File: src/rtl/encoder_proj_pkg.sv
// rtl/encoder_proj_pkg.sv - shared state encoding and Hamming(7,4) helpers for the encoder link
package encoder_proj_pkg;

  localparam int CW_W = 7;

  typedef enum logic [1:0] {
    IDLE = 2'd0,
    LO   = 2'd1,
    HI   = 2'd2
  } state_t;

  // Codeword bit i carries Hamming position i+1: {d4, d3, d2, p4, d1, p2, p1}.
  function automatic logic [CW_W-1:0] ham74_enc(input logic [3:0] nib);
    logic p1, p2, p4;
    p1 = nib[0] ^ nib[1] ^ nib[3];
    p2 = nib[0] ^ nib[2] ^ nib[3];
    p4 = nib[1] ^ nib[2] ^ nib[3];
    return {nib[3], nib[2], nib[1], p4, nib[0], p2, p1};
  endfunction

  function automatic logic [CW_W-1:0] inj_mask(input logic [2:0] pos);
    return (pos == 3'd0) ? '0 : (CW_W'(1) << (pos - 3'd1));
  endfunction

endpackage

File: src/rtl/encoder_proj_fifo.sv
// rtl/encoder_proj_fifo.sv - DEPTH x 8 synchronous byte FIFO with wrap-bit full/empty detection
module encoder_proj_fifo #(
  parameter int DEPTH = 4
) (
  input  logic       clock,
  input  logic       reset_n,
  input  logic       push,
  input  logic       pop,
  input  logic [7:0] din,
  output logic [7:0] dout,
  output logic       full,
  output logic       empty
);

  localparam int AW = $clog2(DEPTH);

  logic [7:0]  mem [DEPTH];
  logic [AW:0] wr_ptr;
  logic [AW:0] rd_ptr;

  assign empty = (wr_ptr == rd_ptr);
  assign full  = (wr_ptr[AW] != rd_ptr[AW]) && (wr_ptr[AW-1:0] == rd_ptr[AW-1:0]);
  assign dout  = mem[rd_ptr[AW-1:0]];

  always_ff @(posedge clock or negedge reset_n) begin
    if (!reset_n) begin
      wr_ptr <= '0;
      rd_ptr <= '0;
    end else begin
      if (push && !full)  wr_ptr <= wr_ptr + 1'b1;
      if (pop && !empty)  rd_ptr <= rd_ptr + 1'b1;
    end
  end

  always_ff @(posedge clock) begin
    if (push && !full) mem[wr_ptr[AW-1:0]] <= din;
  end

endmodule

File: src/rtl/encoder_proj.sv
// rtl/encoder_proj.sv - byte-to-Hamming(7,4) codeword transmitter with FIFO, error injection and counter
module encoder_proj
  import encoder_proj_pkg::*;
#(
  parameter int DEPTH = 4,
  parameter int CNT_W = 16
) (
  input  logic             clock,
  input  logic             reset_n,
  input  logic [7:0]       in_data,
  input  logic             in_valid,
  output logic             in_ready,
  output logic [CW_W-1:0]  io_out,
  output logic             io_out_valid,
  input  logic             io_out_ready,
  input  logic [2:0]       inj_pos,
  output logic [CNT_W-1:0] cw_count
);

  state_t     state;
  logic [3:0] hold_hi;
  logic [7:0] fifo_dout;
  logic       full;
  logic       empty;
  logic       push;
  logic       pop;
  logic       fire;

  assign in_ready = !full;
  assign push     = in_valid && !full;
  assign fire     = io_out_valid && io_out_ready;
  // HI pops the next byte on the same handshake so back-to-back bytes leave no bubble.
  assign pop      = !empty && ((state == IDLE) || ((state == HI) && io_out_ready));

  encoder_proj_fifo #(
    .DEPTH(DEPTH)
  ) u_fifo (
    .clock  (clock),
    .reset_n(reset_n),
    .push   (push),
    .pop    (pop),
    .din    (in_data),
    .dout   (fifo_dout),
    .full   (full),
    .empty  (empty)
  );

  always_ff @(posedge clock or negedge reset_n) begin
    if (!reset_n) begin
      state        <= IDLE;
      hold_hi      <= '0;
      io_out       <= '0;
      io_out_valid <= 1'b0;
      cw_count     <= '0;
    end else begin
      if (fire) cw_count <= cw_count + CNT_W'(1);
      case (state)
        IDLE: begin
          if (!empty) begin
            hold_hi      <= fifo_dout[7:4];
            io_out       <= ham74_enc(fifo_dout[3:0]) ^ inj_mask(inj_pos);
            io_out_valid <= 1'b1;
            state        <= LO;
          end
        end
        LO: begin
          if (io_out_ready) begin
            io_out <= ham74_enc(hold_hi) ^ inj_mask(inj_pos);
            state  <= HI;
          end
        end
        HI: begin
          if (io_out_ready) begin
            if (!empty) begin
              hold_hi <= fifo_dout[7:4];
              io_out  <= ham74_enc(fifo_dout[3:0]) ^ inj_mask(inj_pos);
              state   <= LO;
            end else begin
              io_out_valid <= 1'b0;
              state        <= IDLE;
            end
          end
        end
        default: begin
          io_out_valid <= 1'b0;
          state        <= IDLE;
        end
      endcase
    end
  end

endmodule

File: config.mk
export PLATFORM = sky130hd
export DESIGN_NAME = encoder_proj
export DESIGN_NICKNAME = d
export VERILOG_FILES = /design/src/rtl/encoder_proj_pkg.sv /design/src/rtl/encoder_proj_fifo.sv /design/src/rtl/encoder_proj.sv
export SDC_FILE = /design/constraint.sdc
export NUM_CORES = 1
export LEC_CHECK = 0
export CAP_MARGIN = 20
export CORE_MARGIN = 5
export CORE_UTILIZATION = 30
export DETAILED_ROUTE_END_ITERATION = 12
export REMOVE_ABC_BUFFERS = 1
export SLEW_MARGIN = 10
export SYNTH_ARGS = -nofsm -noshare
export SYNTH_HDL_FRONTEND = slang
export SYNTH_SLANG_ARGS = --single-unit
File: constraint.sdc
create_clock -name clock -period 2.55 [get_ports clock]
set_input_delay 0.51 -clock clock [delete_from_list [all_inputs] [get_ports clock]]
set_output_delay 0.51 -clock clock [all_outputs]
set_load 0.02 [all_outputs]
==> flow_metrics.env, run 1 <==
# flow metrics
export IMPL_status="finished, final reports clean"
export IMPL_cp_slowest_cell="clkdlybuf4s50_1"
export IMPL_ys_ff=68
export IMPL_finalCritPeriodShare=0.918
export IMPL_hold_ws_ps=261
export IMPL_syn_to_final_growth_pct=24.8
export IMPL_max_cap_viol_count=0
export IMPL_setup_violations=0
export IMPL_crit_path_start_kind="flop"
export IMPL_avgSynthCellArea_um2=14.3
export IMPL_finalWorstSetupSlack_ps=210
export IMPL_hpwl_um=4270
export IMPL_cp_top_family="buffers and inverters"
export IMPL_endpoint_kind="output pin"
export IMPL_slew_violations=0
export IMPL_clock_tree_root_cell="clkbuf_8"
export IMPL_synthFlopType="dfrtp_1"
export IMPL_yosys_cells=221
export IMPL_wirelength_um=5940
export IMPL_io_pins=40
export IMPL_yosys_area_mm2=0.00315
export IMPL_fin_tns_setup_ps=0
export IMPL_ant_nets=0
export IMPL_ys_warn_count=0
export IMPL_avgRoutedWirePerCell_um=14.4
export IMPL_grt_antenna_before_repair=0
export IMPL_grt_use_total=0.100
export IMPL_yosysUniqueCellTypes=36
export IMPL_clkPwrFrac=0.189
export IMPL_clk_transition_reported_paths_ps=80
export IMPL_io_buffers=39
export IMPL_core_area_mm2=0.0103
export IMPL_crit_buf_inv=1
export IMPL_drtPass1Iterations=4
export IMPL_syn_inst=221
export IMPL_edf_count=32
export IMPL_rsz0062_at_grt="false"
export IMPL_switchingPower_uw=1790
export IMPL_use_met1=0.127
export IMPL_dieArea_mm2=0.0127
-- run 1: state kept, by name, indices dropped and copies added, names as in the netlist --
register	count
hold_hi	4
cw_count	16
io_out	7
u_fifo.wr_ptr	3
u_fifo.rd_ptr	3
state	2
io_out_valid	1
u_fifo.mem	32
-- run 1: layout make-up --
cell class / count / area [um2] / share of cell area
Sequential cell: 68 / 1860 / 0.473
Inverter: 4 / 15.0 / 0.00381
Multi-Input combinational cell: 143 / 1240 / 0.316
Tap cell: 136 / 170 / 0.0432
Timing Repair Buffer: 46 / 438 / 0.111
Clock inverter: 7 / 82.6 / 0.0210
Clock buffer: 9 / 124 / 0.0315
-- run 1: power by group through the flow --
stage / sequential (uW) / combinational (uW) / clock, uW
CTS: 1790 / 2220 / 957
floorplan: 1890 / 1400 / 0
global placement: 1800 / 2170 / 0
detailed placement: 1810 / 2210 / 0
finish: 1780 / 2170 / 924
global route: 1840 / 2380 / 1000
-- run 1: cells in the final DEF (no fill, tap or decap), drive strengths merged, types with 5 or more instances in the layout --
master         Yosys  final
and2               6      6
clkdlybuf4s50      0     38
mux4               8      8
xor2              17     17
xnor2             22     22
nand2             24     24
clkbuf             3      9
buf                3      8
ha                 6      6
inv                4      8
nor2               6      6
edfxtp            32     32
mux2               5      5
dfrtp             36     36
nand3             11     11
-- run 1: kinds of logic after synthesis --
kind of cell    count (synthesis)  synth area share
buf+inv                        10            0.0151
flops                          68             0.590
simple gates                   67             0.107
fa+ha+maj                       6            0.0238
compound gates                 11            0.0329
xor+xnor                       42             0.136
mux                            17            0.0948
-- run 1: timing repair --
action	4_1_cts	5_1_grt
setup buffers	0	0
endpoints found under the setup margin	0	1
gates resized	0	1
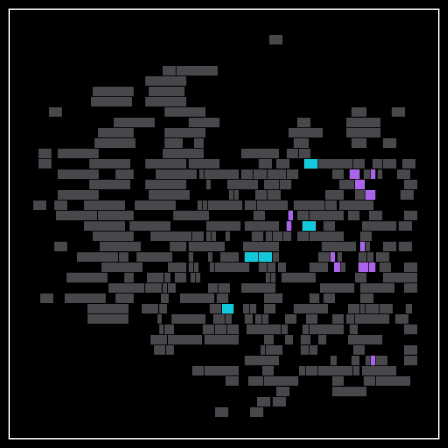
Run 1: gate-type map
Key: non-inverting ao/oa cells = cyan [cells 5, where centre]; nor cells = purple [cells 12, where east]

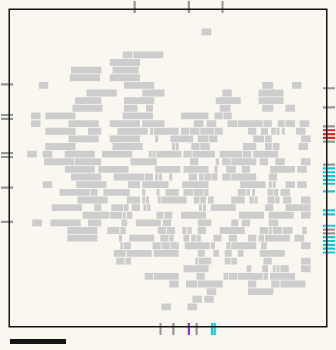
Run 1: I/O pins on the die edge
Scale bar: 20 um. Pins as bars across the die edge, other pins in grey.
Key: `cw_count` = cyan [pins 16, direction output, edge 14 east, 2 south]; `inj_pos` = red [pins 3, direction input, edge east]; `io_out_ready` = purple [pins 1, direction input, edge south]

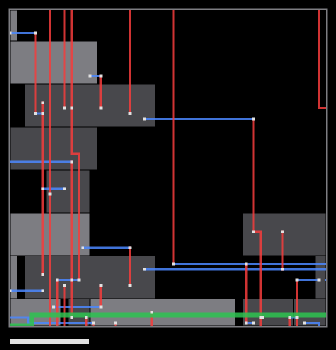
Run 1: layout detail
Scale bar: 5 um. Region (46, 69) to (66, 89) um. Cells in grey, sequential cells in the stronger grey; small squares are vias.
Key: metal 2 = red; metal 1 = blue; metal 3 = green
Netlist names of flops here include `hold_hi` (1), `u_fifo.mem` (1). 10 logic cells have their middle in the window. Most frequent: mux4_2 (2). Sequential cells in the window: 2.

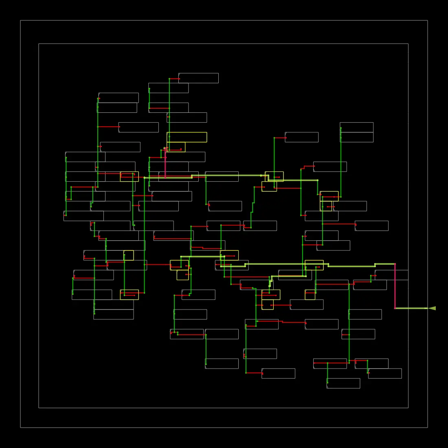
Run 1: clock nets
clk latency late pin: 350 ps
Num CTS Buffers: 9
Layout Skew: 7.56 ps
clock sink count: 68
sequential cell count: 68

==> run 1 -> run 2 <==
- CORE_MARGIN: 5 -> 2
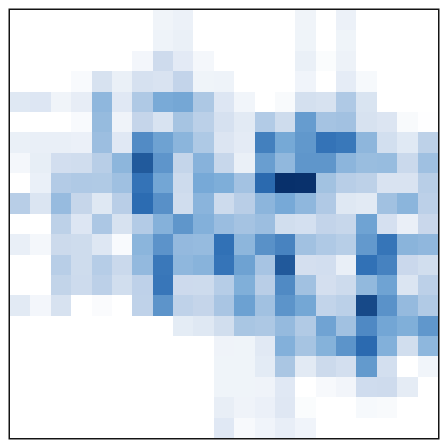
Run 2: signal metal coverage by tile
The die is cut into 21 by 21 equal tiles; white is low, dark blue is high, scaled to the fullest tile. Values are wire area over tile area, all layers added.
The emptiest ninth of the die: south-west. The fullest tile reaches 0.38. 33% of the tiles are nearly empty. The mean over all tiles is 0.078.
GR Util All Layers: 0.107
WL/cell: 13.7 um
WL final: 5590 um
via count: 1,835

==> run 2 against run 1 <==
  * Die area decreased by 10%
  * Critical endpoint unchanged
  * Global-route usage rose by 0.66 points
  * Critical path depth unchanged
  * Critical path type unchanged
  * First-iteration DRC count shrank 29%
  * Routed wire length shrank 5.8%
  * Non-clock buffer count down 4
  * Hold slack improved by 210 ps
==> flow_metrics.env, run 2 <==
# flow metrics
export IMPL_status="finished, final reports clean"
export IMPL_final_cell_mix="clkdlybuf4s50_1, dfrtp_1, edfxtp_1"
export IMPL_tightest_slew_ps=489
export IMPL_crit_arrival_ps=1910
export IMPL_yosys_top_cells_count="dfrtp_1, edfxtp_1, nand2_1"
export IMPL_num_rows=37
export IMPL_crit_buf_inv=1
export IMPL_yosys_area_mm2=0.00315
export IMPL_comb_area_mm2=0.00124
export IMPL_io_pins=40
export IMPL_ant_nets=0
export IMPL_drt_vias_per_instance=4.49
export IMPL_finalWorstSetupSlack_ps=133
export IMPL_grt_antenna_before_repair=0
export IMPL_total_power_uw=4810
export IMPL_synthXorXnorAreaFrac=0.136
export IMPL_numClockSinks=68
export IMPL_cts_resized=0
export IMPL_yosys_cells=221
export IMPL_final_common_cell="clkdlybuf4s50_1"
export IMPL_syn_to_final_growth_pct=24.0
export IMPL_drtPass1Iterations=4
export IMPL_clk_transition_reported_paths_ps=80
export IMPL_avgSynthCellArea_um2=14.3
export IMPL_pwr_density_cell_mw_per_mm2=1230
export IMPL_drt_iter0_markers=59
export IMPL_rsz0062_at_grt="false"
export IMPL_cp_slowest_cell="clkdlybuf4s50_1"
export IMPL_wl_met1_um=2610
export IMPL_cts_tree="built"
export IMPL_dr_wl_met2_um=2560
export IMPL_area_leaders="edfxtp_1, dfrtp_1, xnor2_1"
export IMPL_yosysTopAreaCell="edfxtp_1"
export IMPL_irDropWorstVdd_uv=373
export IMPL_use_met1=0.139
export IMPL_initCoreUtil=0.307
export IMPL_grt_max_degree=37
export IMPL_ys_warn_count=0
export IMPL_clkLatencyLatePin_ps=350
export IMPL_clock_tree_root_cell="clkbuf_8"
export IMPL_slew_violations=0
export IMPL_ys_sh_adder=0.0238
export IMPL_nets=289
export IMPL_compound_area_frac=0.0329
export IMPL_logic_family="XOR/XNOR gates"
export IMPL_endpoint_kind="output pin"
export IMPL_max_cap_viol_count=0
export IMPL_wl_met3_um=341
export IMPL_yosysUniqueCellTypes=36
export IMPL_edf_count=32
export IMPL_most_common_cell="dfrtp_1"
export IMPL_flop_area_mm2=0.00186
export IMPL_finalCritPeriodShare=0.948
export IMPL_syn_inst=221
export IMPL_crit_type="reg2out"
export IMPL_fin_tns_setup_ps=0
export IMPL_cp_top_family="buffers and inverters"
export IMPL_path_cells="xnor2_1 -> nand3_1 -> clkdlybuf4s50_1"
export IMPL_power_leakage_uw=0.00155
export IMPL_core_area_mm2=0.0103
export IMPL_setup_violations=0
export IMPL_hpwl_um=3910
export IMPL_grtUsageMet2=0.163
export IMPL_dieArea_mm2=0.0113
export IMPL_synthFlopType="dfrtp_1"
export IMPL_fin_skew_ps=7.30
export IMPL_max_slew_margin=0.674
export IMPL_dpl_worst_slack_ps=157
export IMPL_h_tree_depth=3
export IMPL_crit_path_start_kind="flop"
export IMPL_mux_share=0.0948
export IMPL_ys_ff=68
export IMPL_cts_buffers=9
export IMPL_largest_reg_flops=32
export IMPL_critical_path_max_fanout=9
export IMPL_synth_simple_gate_area_share=0.107
export IMPL_post_cts_buffers=0
export IMPL_highest_layer="met4"
export IMPL_insertedDiodeCount=0
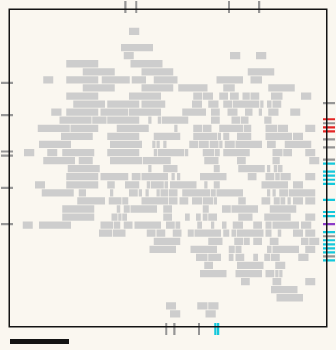
Run 2: I/O pins on the die edge
Scale bar: 20 um. Pins as bars across the die edge, other pins in grey.
Die Ht: 107 um
I/O Buffers: 39
Die Width: 107 um

[run 2: cell counts after synthesis]
Identical to the previous run, type by type.
[run 2: area by class of cell]
cell class / instances / share of cell area
Clock buffer: 9 / 0.0317
Clock inverter: 7 / 0.0211
Inverter: 4 / 0.00384
Multi-Input combinational cell: 143 / 0.318
Sequential cell: 68 / 0.476
Tap cell: 136 / 0.0435
Timing Repair Buffer: 42 / 0.106
[run 2: cells by family after synthesis]
| group | Yosys count |
|---|---|
| flip-flops | 68 |
| XOR/XNOR | 42 |
| AND-OR/OR-AND | 11 |
| multiplexers | 17 |
| AND/OR/NAND/NOR | 67 |
| adder cells (fa/ha/maj) | 6 |
| buffers and inverters | 10 |
[run 2: through the flow]
| step | hold WS, ps | cells | util | cell area [um2] |
|---|---|---|---|---|
| final | 468 | 409 | 0.380 | 3910 |
| after global routing | 481 | 409 | 0.380 | 3910 |
| after CTS | 477 | 409 | 0.380 | 3910 |
| after detailed placement | 465 | 393 | 0.360 | 3700 |
| after global placement | 460 | 393 | 0.360 | 3700 |
| after floorplan | 214 | 215 | - | 3120 |
[run 2: final timing paths]
path,from,to,slack (ps),cells after the start
worst max-delay path,u_fifo.rd_ptr[0],in_ready,130,3
worst min-delay path,cw_count[15],cw_count[15],470,1
worst max register to register,u_fifo.rd_ptr[0],io_out[5],310,4
worst min register to register,cw_count[15],cw_count[15],470,1
max in group asynchronous,reset_n,u_fifo.rd_ptr[2],1630,2
min in group asynchronous,reset_n,cw_count[8],600,2
[run 2: power breakdown]
| group | total, uW | internal [uW] | leakage (uW) | switching [uW] |
|---|---|---|---|---|
| Sequential | 1770 | 1500 | 0.000744 | 269 |
| Combinational | 2120 | 1080 | 0.000707 | 1030 |
| Clock | 921 | 468 | 0.0000988 | 452 |
| Total | 4810 | 3050 | 0.00155 | 1760 |
==> run 2 -> run 3 <==
- CORE_ASPECT_RATIO: default -> 0.5
- PLACE_DENSITY: default -> 0.59
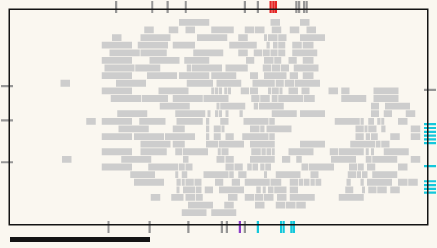
Run 3: I/O pins on the die edge
Scale bar: 50 um. Pins as bars across the die edge, other pins in grey.
Die Ht: 76.5 um
Die Width: 149 um

==> run 3 against run 2 <==
  * Area after synthesis is the same
  * Setup slack gained 110 ps
  * Final area grew 3.3%
==> flow_metrics.env, run 3 <==
# flow metrics
export IMPL_crit_arrival_ps=1800
export IMPL_mux_share=0.0948
export IMPL_grt_antenna_before_repair=0
export IMPL_cts_resized=0
export IMPL_cts_tree="built"
export IMPL_crit_buf_inv=1
export IMPL_syn_inst=221
export IMPL_edf_count=32
export IMPL_dieArea_mm2=0.0114
export IMPL_most_common_cell="dfrtp_1"
export IMPL_synthFlopType="dfrtp_1"
export IMPL_status="finished, final reports clean"
export IMPL_h_tree_depth=3
export IMPL_numClockSinks=68
export IMPL_initCoreUtil=0.309
export IMPL_io_pins=40
export IMPL_slew_violations=0
export IMPL_clock_tree_root_cell="clkbuf_16"
export IMPL_holdCritStartpoint="cw_count[15]"
export IMPL_hpwl_um=4180
export IMPL_core_area_mm2=0.0102
export IMPL_power_leakage_uw=0.00161
export IMPL_grt_use_total=0.111
export IMPL_max_cap_viol_count=0
export IMPL_post_cts_buffers=0
export IMPL_drt_vias_per_instance=4.53
export IMPL_tightest_slew_ps=462
export IMPL_finalCritPeriodShare=0.905
export IMPL_irDropWorstVdd_uv=441
export IMPL_setup_violations=0
export IMPL_reg2regPathDepth=5
export IMPL_fin_tns_setup_ps=0
export IMPL_cp_slowest_cell="clkdlybuf4s50_1"
export IMPL_total_power_uw=5200
export IMPL_grt_max_degree=37
export IMPL_wirelength_um=5880
export IMPL_synthXorXnorAreaFrac=0.136
export IMPL_whs_endpoint="cw_count[15]"
export IMPL_r2r_slack_ps=460
export IMPL_critical_path_max_fanout=3
export IMPL_rsz0062_at_grt="false"
export IMPL_synth_simple_gate_area_share=0.107
export IMPL_vias=1890
export IMPL_yosysTopAreaCell="edfxtp_1"
export IMPL_pwr_density_cell_mw_per_mm2=1290
export IMPL_yosysUniqueCellTypes=36
export IMPL_final_cell_mix="clkdlybuf4s50_1, dfrtp_1, edfxtp_1"
export IMPL_ys_ff=68
export IMPL_nets=293
export IMPL_cp_top_family="buffers and inverters"
export IMPL_ant_nets=0
export IMPL_endpoint_kind="output pin"
export IMPL_avgRoutedWirePerCell_um=14.1
export IMPL_ys_sh_adder=0.0238
export IMPL_clk_transition_reported_paths_ps=60
export IMPL_drt_iter0_markers=84
export IMPL_flop_area_mm2=0.00186
export IMPL_yosys_area_mm2=0.00315
export IMPL_largest_reg_flops=32
export IMPL_drtPass1Iterations=5
export IMPL_comb_area_mm2=0.00124
export IMPL_insertedDiodeCount=0
export IMPL_syn_to_final_growth_pct=28.1
export IMPL_fin_skew_ps=5.08
export IMPL_area_leaders="edfxtp_1, dfrtp_1, xnor2_1"
export IMPL_num_rows=26
export IMPL_final_common_cell="clkdlybuf4s50_1"
export IMPL_yosys_top_cells_count="dfrtp_1, edfxtp_1, nand2_1"
export IMPL_compound_area_frac=0.0329
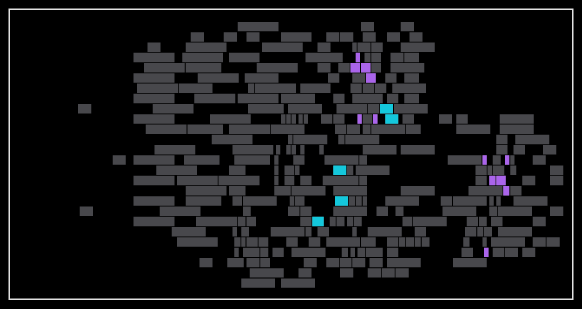
Run 3: gate-type map
Key: nor cells = purple [cells 12]; non-inverting ao/oa cells = cyan [cells 5, where centre]

==> run 3: routing by layer <==
layer | vias up | GRT usage | share of wire
li1 | 899 | - | -
met1 | 957 | 0.129 | 0.44
met3 | 6 | 0.0419 | 0.046
met2 | 28 | 0.188 | 0.50
met5 | - | 0 | 0
met4 | 0 | 0.0438 | 0.013
==> run 3: cell type report <==
type / instances / area share
clock buffers: 9 / 0.0557
clock inverters: 7 / 0.0189
inverters: 4 / 0.00372
multi-input cells: 143 / 0.308
flip-flops and latches: 68 / 0.461
well taps: 140 / 0.0434
repair buffers: 46 / 0.110
==> run 3: worst max-delay path by stage <==
stage | from | end
2_1_floorplan | u_fifo.rd_ptr[0] | io_out[3]
3_3_place_gp | io_out_ready | io_out[6]
3_5_place_dp | io_out_ready | io_out[5]
4_1_cts | u_fifo.rd_ptr[2] | in_ready
5_1_grt | u_fifo.rd_ptr[2] | in_ready
6_report | u_fifo.rd_ptr[2] | in_ready
==> run 3: cells by family (layout without fill, tap and decap cells) <==
kind of cell	Yosys count	after routing
flip-flops	68	68
adder cells (fa/ha/maj)	6	6
AND/OR/NAND/NOR	67	67
multiplexers	17	17
buffers and inverters	10	66
AND-OR/OR-AND	11	11
XOR/XNOR	42	42
==> run 3: power by group <==
group / internal [uW] / total (uW) / switching, uW
sequential: 1510 / 1760 / 257
combinational: 1120 / 2200 / 1090
clock: 761 / 1240 / 479
total: 3380 / 5200 / 1820
==> run 3: per-stage QoR <==
step                      std cells  setup slack, ps   util  cell area (um2)
after floorplan                 215              530      -             3120
after global placement          401              235  0.366             3740
after detailed placement        401              207  0.366             3740
after CTS                       417              213  0.396             4040
after global routing            417              176  0.396             4040
final                           417              241  0.396             4040
Power and IR drop assume default switching activity.
